--- src/rtl/vga_frame_monitor_pkg.sv ---
// Shared 640x480@60 timing constants, derived sync positions and the
// monitor's lock-state type. Used by both the video generator and the monitor.
package vga_frame_monitor_pkg;

    localparam int POS_W = 10;
    localparam int RGB_W = 12;
    localparam int SUM_W = 24;
    localparam int KEY_W = 19;
    localparam int ERR_W = 8;

    localparam int DEF_H_DISPLAY = 640;
    localparam int DEF_H_FRONT   = 16;
    localparam int DEF_H_SYNC    = 96;
    localparam int DEF_H_BACK    = 48;
    localparam int DEF_V_DISPLAY = 480;
    localparam int DEF_V_FRONT   = 10;
    localparam int DEF_V_SYNC    = 2;
    localparam int DEF_V_BACK    = 33;

    localparam logic [RGB_W-1:0] DEF_KEY_COLOR = 12'hf99;

    // Sync edges sit right after the front porch and right after the sync pulse.
    function automatic int sync_fall_pos(input int display, input int front);
        return display + front;
    endfunction

    function automatic int sync_rise_pos(input int display, input int front, input int sync);
        return display + front + sync;
    endfunction

    function automatic int last_pos(input int display, input int front, input int sync,
                                    input int back);
        return display + front + sync + back - 1;
    endfunction

    // Derived positions for the standard mode: 656, 752, 799 and 490, 492, 524.
    localparam int DEF_H_FALL = sync_fall_pos(DEF_H_DISPLAY, DEF_H_FRONT);
    localparam int DEF_H_RISE = sync_rise_pos(DEF_H_DISPLAY, DEF_H_FRONT, DEF_H_SYNC);
    localparam int DEF_H_LAST = last_pos(DEF_H_DISPLAY, DEF_H_FRONT, DEF_H_SYNC, DEF_H_BACK);
    localparam int DEF_V_FALL = sync_fall_pos(DEF_V_DISPLAY, DEF_V_FRONT);
    localparam int DEF_V_RISE = sync_rise_pos(DEF_V_DISPLAY, DEF_V_FRONT, DEF_V_SYNC);
    localparam int DEF_V_LAST = last_pos(DEF_V_DISPLAY, DEF_V_FRONT, DEF_V_SYNC, DEF_V_BACK);

    typedef enum logic [1:0] {
        SEARCH  = 2'd0,
        ACQUIRE = 2'd1,
        LOCKED  = 2'd2
    } mon_state_t;

    function automatic logic [POS_W-1:0] wrap_inc(input logic [POS_W-1:0] v,
                                                  input logic [POS_W-1:0] last);
        return (v == last) ? '0 : v + 1'b1;
    endfunction

endpackage

--- src/rtl/vga_frame_monitor_if.sv ---
// Video stream in (from the display pipeline) and recovered position,
// lock status and per-frame statistics out.
interface vga_frame_monitor_if;
    import vga_frame_monitor_pkg::*;

    logic              p_tick;
    logic              hsync;
    logic              vsync;
    logic [RGB_W-1:0]  rgb;
    logic [POS_W-1:0]  px_x;
    logic [POS_W-1:0]  px_y;
    logic              active;
    logic              locked;
    logic              frame_done;
    logic              frame_valid;
    logic [SUM_W-1:0]  frame_sum;
    logic [KEY_W-1:0]  key_count;
    logic [ERR_W-1:0]  err_count;

    modport master (
        output p_tick, hsync, vsync, rgb,
        input  px_x, px_y, active, locked, frame_done, frame_valid,
               frame_sum, key_count, err_count
    );

    modport slave (
        input  p_tick, hsync, vsync, rgb,
        output px_x, px_y, active, locked, frame_done, frame_valid,
               frame_sum, key_count, err_count
    );
endinterface

--- src/rtl/vga_frame_monitor_sync_edge_detect.sv ---
// Sync history sampled on pixel ticks; strobes are only valid on a tick.
module sync_edge_detect (
    input  logic clk,
    input  logic reset,
    input  logic p_tick,
    input  logic sync_in,
    output logic fall,
    output logic rise
);
    logic last;

    // remember the sync level carried by the previous pixel tick
    always_ff @(posedge clk) begin
        if (reset) begin
            last <= 1'b1;
        end else if (p_tick) begin
            last <= sync_in;
        end
    end

    assign fall = p_tick & last & ~sync_in;
    assign rise = p_tick & ~last & sync_in;
endmodule

--- src/rtl/vga_frame_monitor.sv ---
// Recovers pixel coordinates from the sync edges, checks them against the
// expected timing, locks onto a clean stream and gathers per-frame stats.
// hcnt/vcnt hold the position of the next sample to arrive; a misplaced
// hsync/vsync fall re-labels the current sample so the stream realigns.
module vga_frame_monitor
    import vga_frame_monitor_pkg::*;
#(
    parameter int H_DISPLAY = DEF_H_DISPLAY,
    parameter int H_FRONT   = DEF_H_FRONT,
    parameter int H_SYNC    = DEF_H_SYNC,
    parameter int H_BACK    = DEF_H_BACK,
    parameter int V_DISPLAY = DEF_V_DISPLAY,
    parameter int V_FRONT   = DEF_V_FRONT,
    parameter int V_SYNC    = DEF_V_SYNC,
    parameter int V_BACK    = DEF_V_BACK,
    parameter logic [RGB_W-1:0] KEY_COLOR = DEF_KEY_COLOR
) (
    input logic          clk,
    input logic          reset,
    vga_frame_monitor_if.slave bus
);
    localparam logic [POS_W-1:0] H_DISP = POS_W'(H_DISPLAY);
    localparam logic [POS_W-1:0] V_DISP = POS_W'(V_DISPLAY);
    localparam logic [POS_W-1:0] H_FALL = POS_W'(sync_fall_pos(H_DISPLAY, H_FRONT));
    localparam logic [POS_W-1:0] H_RISE = POS_W'(sync_rise_pos(H_DISPLAY, H_FRONT, H_SYNC));
    localparam logic [POS_W-1:0] H_LAST = POS_W'(last_pos(H_DISPLAY, H_FRONT, H_SYNC, H_BACK));
    localparam logic [POS_W-1:0] V_FALL = POS_W'(sync_fall_pos(V_DISPLAY, V_FRONT));
    localparam logic [POS_W-1:0] V_RISE = POS_W'(sync_rise_pos(V_DISPLAY, V_FRONT, V_SYNC));
    localparam logic [POS_W-1:0] V_LAST = POS_W'(last_pos(V_DISPLAY, V_FRONT, V_SYNC, V_BACK));

    logic [POS_W-1:0] hcnt, vcnt, h_eff, v_eff, h_next, v_next;
    logic             h_fall, h_rise, v_fall, v_rise;
    logic             err_h_fall, err_h_rise, err_v_fall, err_v_rise, timing_err;
    logic             wrap, pix_active, key_hit;
    logic [SUM_W-1:0] sum_acc, sum_next, sum_q;
    logic [KEY_W-1:0] key_acc, key_next, key_q;
    logic [ERR_W-1:0] err_q;
    logic             active_q, locked_q, done_q, valid_q;
    mon_state_t       state;

    sync_edge_detect u_hsync (
        .clk     (clk),
        .reset   (reset),
        .p_tick  (bus.p_tick),
        .sync_in (bus.hsync),
        .fall    (h_fall),
        .rise    (h_rise)
    );

    sync_edge_detect u_vsync (
        .clk     (clk),
        .reset   (reset),
        .p_tick  (bus.p_tick),
        .sync_in (bus.vsync),
        .fall    (v_fall),
        .rise    (v_rise)
    );

    // check sync edges, realign the current sample and work out the next position
    always_comb begin
        err_h_fall = h_fall && (hcnt != H_FALL);
        err_h_rise = h_rise && (hcnt != H_RISE);
        err_v_fall = v_fall && !((hcnt == '0) && (vcnt == V_FALL));
        err_v_rise = v_rise && !((hcnt == '0) && (vcnt == V_RISE));
        timing_err = err_h_fall | err_h_rise | err_v_fall | err_v_rise;

        h_eff = hcnt;
        v_eff = vcnt;
        if (err_h_fall) begin
            h_eff = H_FALL;
        end
        if (err_v_fall) begin
            h_eff = '0;
            v_eff = V_FALL;
        end

        wrap   = (h_eff == H_LAST) && (v_eff == V_LAST);
        h_next = wrap_inc(h_eff, H_LAST);
        v_next = (h_eff == H_LAST) ? wrap_inc(v_eff, V_LAST) : v_eff;

        pix_active = (h_eff < H_DISP) && (v_eff < V_DISP);
        key_hit    = pix_active && (bus.rgb == KEY_COLOR);
        sum_next   = sum_acc + (pix_active ? {{(SUM_W-RGB_W){1'b0}}, bus.rgb} : '0);
        key_next   = key_acc + KEY_W'(key_hit);
    end

    // position, statistics and lock FSM; everything advances only on pixel ticks
    always_ff @(posedge clk) begin
        if (reset) begin
            hcnt     <= '0;
            vcnt     <= '0;
            active_q <= 1'b1;
            state    <= SEARCH;
            locked_q <= 1'b0;
            done_q   <= 1'b0;
            valid_q  <= 1'b0;
            sum_q    <= '0;
            key_q    <= '0;
            err_q    <= '0;
            sum_acc  <= '0;
            key_acc  <= '0;
        end else begin
            done_q <= 1'b0;
            if (bus.p_tick) begin
                hcnt     <= h_next;
                vcnt     <= v_next;
                active_q <= (h_next < H_DISP) && (v_next < V_DISP);

                if (wrap) begin
                    sum_q   <= sum_next;
                    key_q   <= key_next;
                    sum_acc <= '0;
                    key_acc <= '0;
                    done_q  <= 1'b1;
                    // LOCKED is only entered at a wrap, so being LOCKED here
                    // means the whole frame was locked unless this tick errs
                    valid_q <= (state == LOCKED) && !timing_err;
                end else begin
                    sum_acc <= sum_next;
                    key_acc <= key_next;
                end

                case (state)
                    SEARCH: begin
                        if (v_fall) begin
                            state <= ACQUIRE;
                        end
                    end
                    ACQUIRE: begin
                        if (timing_err) begin
                            state <= SEARCH;
                        end else if (wrap) begin
                            state    <= LOCKED;
                            locked_q <= 1'b1;
                        end
                    end
                    LOCKED: begin
                        if (timing_err) begin
                            state    <= SEARCH;
                            locked_q <= 1'b0;
                            if (err_q != '1) begin
                                err_q <= err_q + 1'b1;
                            end
                        end
                    end
                    default: begin
                        state    <= SEARCH;
                        locked_q <= 1'b0;
                    end
                endcase
            end
        end
    end

    assign bus.px_x        = hcnt;
    assign bus.px_y        = vcnt;
    assign bus.active      = active_q;
    assign bus.locked      = locked_q;
    assign bus.frame_done  = done_q;
    assign bus.frame_valid = valid_q;
    assign bus.frame_sum   = sum_q;
    assign bus.key_count   = key_q;
    assign bus.err_count   = err_q;
endmodule

--- src/flat_wrapper.sv ---
// flat-port wrapper written by rule: the top's interface ports become plain ports
module vga_frame_monitor_flat import vga_frame_monitor_pkg::*;
#(
    parameter int H_DISPLAY = DEF_H_DISPLAY,
    parameter int H_FRONT   = DEF_H_FRONT,
    parameter int H_SYNC    = DEF_H_SYNC,
    parameter int H_BACK    = DEF_H_BACK,
    parameter int V_DISPLAY = DEF_V_DISPLAY,
    parameter int V_FRONT   = DEF_V_FRONT,
    parameter int V_SYNC    = DEF_V_SYNC,
    parameter int V_BACK    = DEF_V_BACK,
    parameter logic [RGB_W-1:0] KEY_COLOR = DEF_KEY_COLOR
)
  (clk, reset, bus_p_tick, bus_hsync, bus_vsync, bus_rgb, bus_px_x, bus_px_y, bus_active, bus_locked, bus_frame_done, bus_frame_valid, bus_frame_sum, bus_key_count, bus_err_count);
  vga_frame_monitor_if bus_i ();
  input logic clk;
  input logic reset;
  input wire logic [$bits(bus_i.p_tick)-1:0] bus_p_tick;
  input wire logic [$bits(bus_i.hsync)-1:0] bus_hsync;
  input wire logic [$bits(bus_i.vsync)-1:0] bus_vsync;
  input wire logic [$bits(bus_i.rgb)-1:0] bus_rgb;
  output wire logic [$bits(bus_i.px_x)-1:0] bus_px_x;
  output wire logic [$bits(bus_i.px_y)-1:0] bus_px_y;
  output wire logic [$bits(bus_i.active)-1:0] bus_active;
  output wire logic [$bits(bus_i.locked)-1:0] bus_locked;
  output wire logic [$bits(bus_i.frame_done)-1:0] bus_frame_done;
  output wire logic [$bits(bus_i.frame_valid)-1:0] bus_frame_valid;
  output wire logic [$bits(bus_i.frame_sum)-1:0] bus_frame_sum;
  output wire logic [$bits(bus_i.key_count)-1:0] bus_key_count;
  output wire logic [$bits(bus_i.err_count)-1:0] bus_err_count;
  assign bus_i.p_tick = bus_p_tick;
  assign bus_i.hsync = bus_hsync;
  assign bus_i.vsync = bus_vsync;
  assign bus_i.rgb = bus_rgb;
  assign bus_px_x = bus_i.px_x;
  assign bus_px_y = bus_i.px_y;
  assign bus_active = bus_i.active;
  assign bus_locked = bus_i.locked;
  assign bus_frame_done = bus_i.frame_done;
  assign bus_frame_valid = bus_i.frame_valid;
  assign bus_frame_sum = bus_i.frame_sum;
  assign bus_key_count = bus_i.key_count;
  assign bus_err_count = bus_i.err_count;
  vga_frame_monitor #(.H_DISPLAY(H_DISPLAY), .H_FRONT(H_FRONT), .H_SYNC(H_SYNC), .H_BACK(H_BACK), .V_DISPLAY(V_DISPLAY), .V_FRONT(V_FRONT), .V_SYNC(V_SYNC), .V_BACK(V_BACK), .KEY_COLOR(KEY_COLOR)) u_core (.clk(clk), .reset(reset), .bus(bus_i));
endmodule
--- config.mk ---
export PLATFORM = sky130hd
export DESIGN_NAME = vga_frame_monitor_flat
export DESIGN_NICKNAME = d
export VERILOG_FILES = /design/src/rtl/vga_frame_monitor_pkg.sv /design/src/rtl/vga_frame_monitor_if.sv /design/src/rtl/vga_frame_monitor_sync_edge_detect.sv /design/src/rtl/vga_frame_monitor.sv /design/src/flat_wrapper.sv
export SDC_FILE = /design/constraint.sdc
export NUM_CORES = 1
export LEC_CHECK = 0
export ABC_CLOCK_PERIOD_IN_PS = 5000
export CAP_MARGIN = 15
export CORE_UTILIZATION = 44
export DETAILED_ROUTE_END_ITERATION = 7
export PLACE_DENSITY = 0.65
export RECOVER_POWER = 100
export SYNTH_ARGS = -nofsm -noshare
export SYNTH_HDL_FRONTEND = slang
export SYNTH_SLANG_ARGS = --single-unit
--- constraint.sdc ---
create_clock -name clk -period 5 [get_ports clk]
set_input_delay 0.75 -clock clk [delete_from_list [all_inputs] [get_ports clk]]
set_output_delay 0.75 -clock clk [all_outputs]
set_load 0.01 [all_outputs]
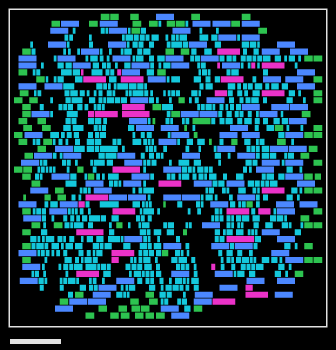
Figure 1: placed cells, one color a class.
Bar = 20 um.
blue -> registers  # cells 122, share of their area 31%
green -> remaining buffers and delay cells  # cells 106, share of their area 13%
cyan -> remaining logic cells  # cells 665, share of their area 49%
magenta -> clock drivers and dummy loads  # cells 32, share of their area 7.9%

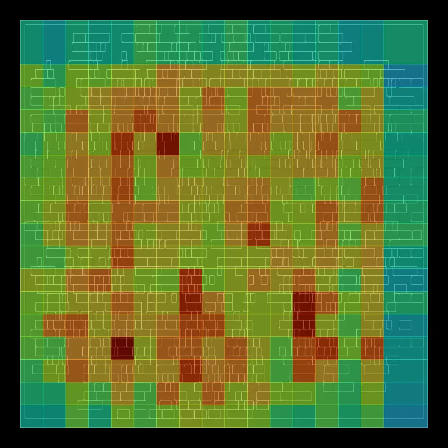
Figure 2: track usage over the die.
GR Util All Layers: 24.0%
busiest grt layer: met2
GR Util met3: 5.54%

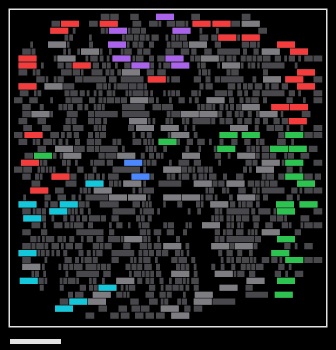
Figure 3: sequential cells grouped by signal name.
Bar = 20 um. Other sequential cells in the stronger gray, the rest of the logic in the fainter gray.
green -> `u_core.bus.key_count`  # placed flops 19, where east
red -> `u_core.bus.frame_sum`  # placed flops 24
blue -> `u_core.state`  # placed flops 2
cyan -> `u_core.bus.px_x`  # placed flops 10
purple -> `u_core.bus.err_count`  # placed flops 8, where north

==> metrics.cfg <==
[critical_path]
r2r_cells=16
cp_slowest_cell=or4_1
endpoint_kind=register
required_ns=5.35
r2r-end=u_core.key_acc[18]
r2r_slack_ns=0.37
worstSetupStartpointType=register
cp-startpoint=u_core.bus.px_x[7]
worstSetupPathDepth=16
reg2reg_from=u_core.bus.px_x[7]
crit_end=u_core.key_acc[18]
path_cells=or4_1 -> or4_1 -> o31ai_4 -> nand2_2 -> nor3_1 -> buf_4 -> nand2_1 -> nor4_2 -> ha_1 -> ha_1 -> and3_1 -> and3_1 -> and4_1 -> nand3_1 -> or3_1 -> a21oi_1
path_buffers=1
crit_arrival_ns=4.97
critPathKind=reg -> reg
crit_family=simple AND/OR/NAND/NOR gates
cp_max_fo=12
max_stage_delay_ns=0.51

[final_layout]
nNetsFinal=948
fin_util_pct=56.5
n_antenna_cell=0
area_growth_pct=25.4
drive_gt1_share_pct=5.95
final_cell_mix=dfxtp_1 (122), nand2_1 (105), nor2_1 (102), a21oi_1 (76), dlygate4sd3_1 (75)
lay_top_count=dfxtp_1

[clocking]
cts_tree=done
cts_max_path_buffers=2
cts_root_buf=clkbuf_16
cts_made_buffers=17
path_clk_slew_ns=0.06
cts_max_level=4
cts_hold_buf=0
clk_latency_ns=0.42
postCtsSetupBuffers=0
clkSinkCount=122

[run]
warnings=27
max_cap_violations=1

[place]
globalplace.congestion=0.918
portBuffers=91
pre_cts_ws_ns=0.296
dpl.hpwl_um=12100

[logic_synthesis]
ys_sh_adder_pct=3.76
yosys_warnings=0
ys_async_sr_fraction_pct=0
ys_cells=838
ys_seq_share_pct=37.5
edf_count=0
compound_area_share_pct=19.3
syn_inst=838
yosysTopAreaCellShare_pct=37.5
top_area_cell=dfxtp_1
mux_share_pct=0.614
syn-num-nets=874
yosysUniqueCellTypes=59
syn_avg_cell_area_um2=7.78
netlist_top_cells_area=dfxtp_1 (37%), nand2_1 (6.0%), a21oi_1 (5.8%)
yosys-top-cells-count=dfxtp_1 (122), nand2_1 (105), nor2_1 (101)
ys.flops=122
top_cell=dfxtp_1
yosys_area_um2=6520
synthTopLogicFamily=simple AND/OR/NAND/NOR gates
simple_gate_share_pct=29.0
ys.flop_type=dfxtp_1

[power_and_ir_drop]
powerSeq_uw=1010
top_power_group=the clock network
p_sw_uw=604
ir_worst_vdd_v=0.000223
pwr-share-seq_pct=39.7
p_int_uw=1940
clock_net_power_uw=1310
power_density_nw_per_um2=311
p_comb_uw=223
switching_share_pct=23.8
p_leak_uw=0.00308
combPwrFrac_pct=8.8
power.share.clock_pct=51.5

[worst_hold_path]
hold-path-endpoint=u_core.bus.frame_sum[10]
worstHoldStart=u_core.bus.frame_sum[10]
holdCritPathClass=reg -> reg

[timing]
hold_viol=0
finalClockPeriodUsage_pct=92.5
timing.hold.ws_ns=0.451
setup_viol=0
rsz0062_at_grt=no
slew_viol_final=32
finClkSkew_ns=0.0157
relSlewSlack_pct=-6.11
fin_ws_ns=0.373
max_freq_mhz=216
setup_tns_ns=0
worst_slew_pin_slew_ns=1.59

[grt]
grt_max_degree=67
grt_pass1_wl_um=28800
antenna_found_initial=0
grt_pass1_vias=5862
grt_remaining_overflow=0

[routing]
vias=6351
dr.pass1.iters=5
wl_um=17600
drc_errors=0
via_per_inst=5.73
drtIter0Drc=427
ant_nets=0
wl_per_cell_um=15.9

[floorplan]
chipArea_um2=15300
rows=44
ios=92
die_x_um=124
fp-utilization_pct=45.0
die_h_um=124
core_um2=14500

[run_status]
outcome=finished, violations left
violations=max-capacitance violations, max-slew violations

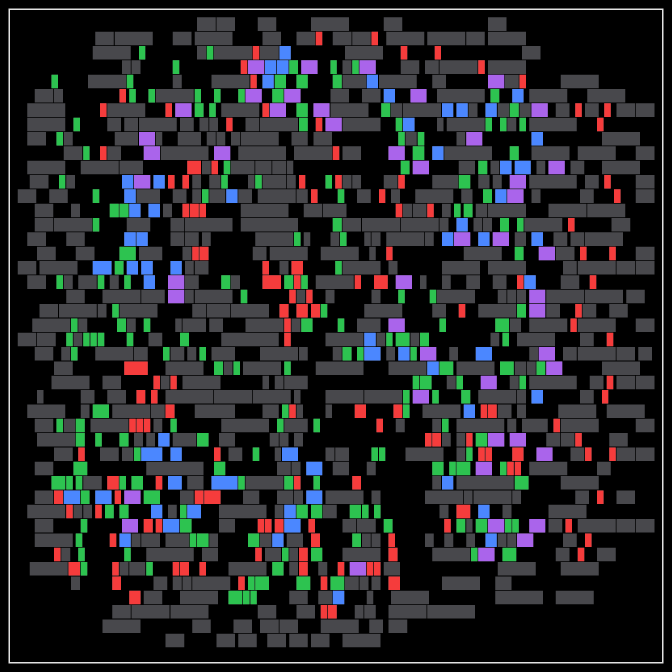
Figure 4: logic cells by family.
green -> nand cells  # cells 181, most used nand2_1, where all over the die
purple -> xor and xnor cells  # cells 47, most used xor2_1
blue -> and/or cells  # cells 62, most used and3_1
red -> nor cells  # cells 137, most used nor2_1, where all over the die

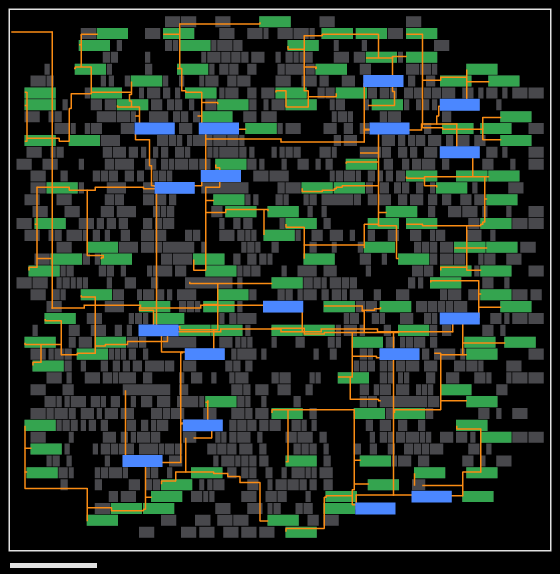
Figure 5: clock network drawn from the DEF.
Bar = 20 um.
orange -> clock wires  # length 1720 um
blue -> clock-net drivers  # count 17
green -> flip-flops  # count 122
routed clock nets = 18

==> per-layer routing <==
metal | track usage, % | vias to the layer above | wire, um
met5 | 0 | - | 0
met4 | 7.45 | 0 | 184
met3 | 5.54 | 14 | 987
met2 | 37.7 | 201 | 8110
met1 | 32.3 | 2976 | 8300
li1 | - | 3160 | -
==> final cells by class <==
type                       instances  area, um2
timing repair buffer             106       1010
clock buffer                      21        460
fill                            1374       6300
multi-input combinational        655       3830
clock inverter                    11        168
inverter                          10       37.5
sequential                       122       2440
tap                              184        230
==> worst reg2reg max path: stages, from the launching register on <==
cell     delay (ns)
dfxtp_1        0.38
or4_1          0.51
or4_1          0.51
o31ai_4        0.29
nand2_2        0.12
nor3_1         0.23
buf_4          0.20
nand2_1        0.10
nor4_2         0.30
ha_1           0.26
ha_1           0.23
and3_1         0.20
and3_1         0.28
and4_1         0.32
nand3_1        0.13
or3_1          0.32
a21oi_1        0.15
==> sequential cells by signal, summed over array words and instances (netlist names), 2 cells and up <==
register,cells
u_core.bus.err_count,8
u_core.bus.frame_sum,24
u_core.bus.key_count,19
u_core.bus.px_x,10
u_core.bus.px_y,10
u_core.key_acc,19
u_core.state,2
u_core.sum_acc,24
==> stage by stage <==
step / total power [uW] / instance area [um2] / std cells
floorplan: 1180 / 6520 / 838
global placement: 1250 / 7590 / 1077
detailed placement: 1250 / 7590 / 1077
CTS: 2560 / 8220 / 1109
global route: 2630 / 8180 / 1109
finish: 2540 / 8180 / 1109
==> what timing repair did <==
action,CTS,global route
hold endpoints to repair,0,0
resized,0,1
endpoints found under the setup margin,0,3
No activity file was given, so power comes from the tool's default toggle rates.
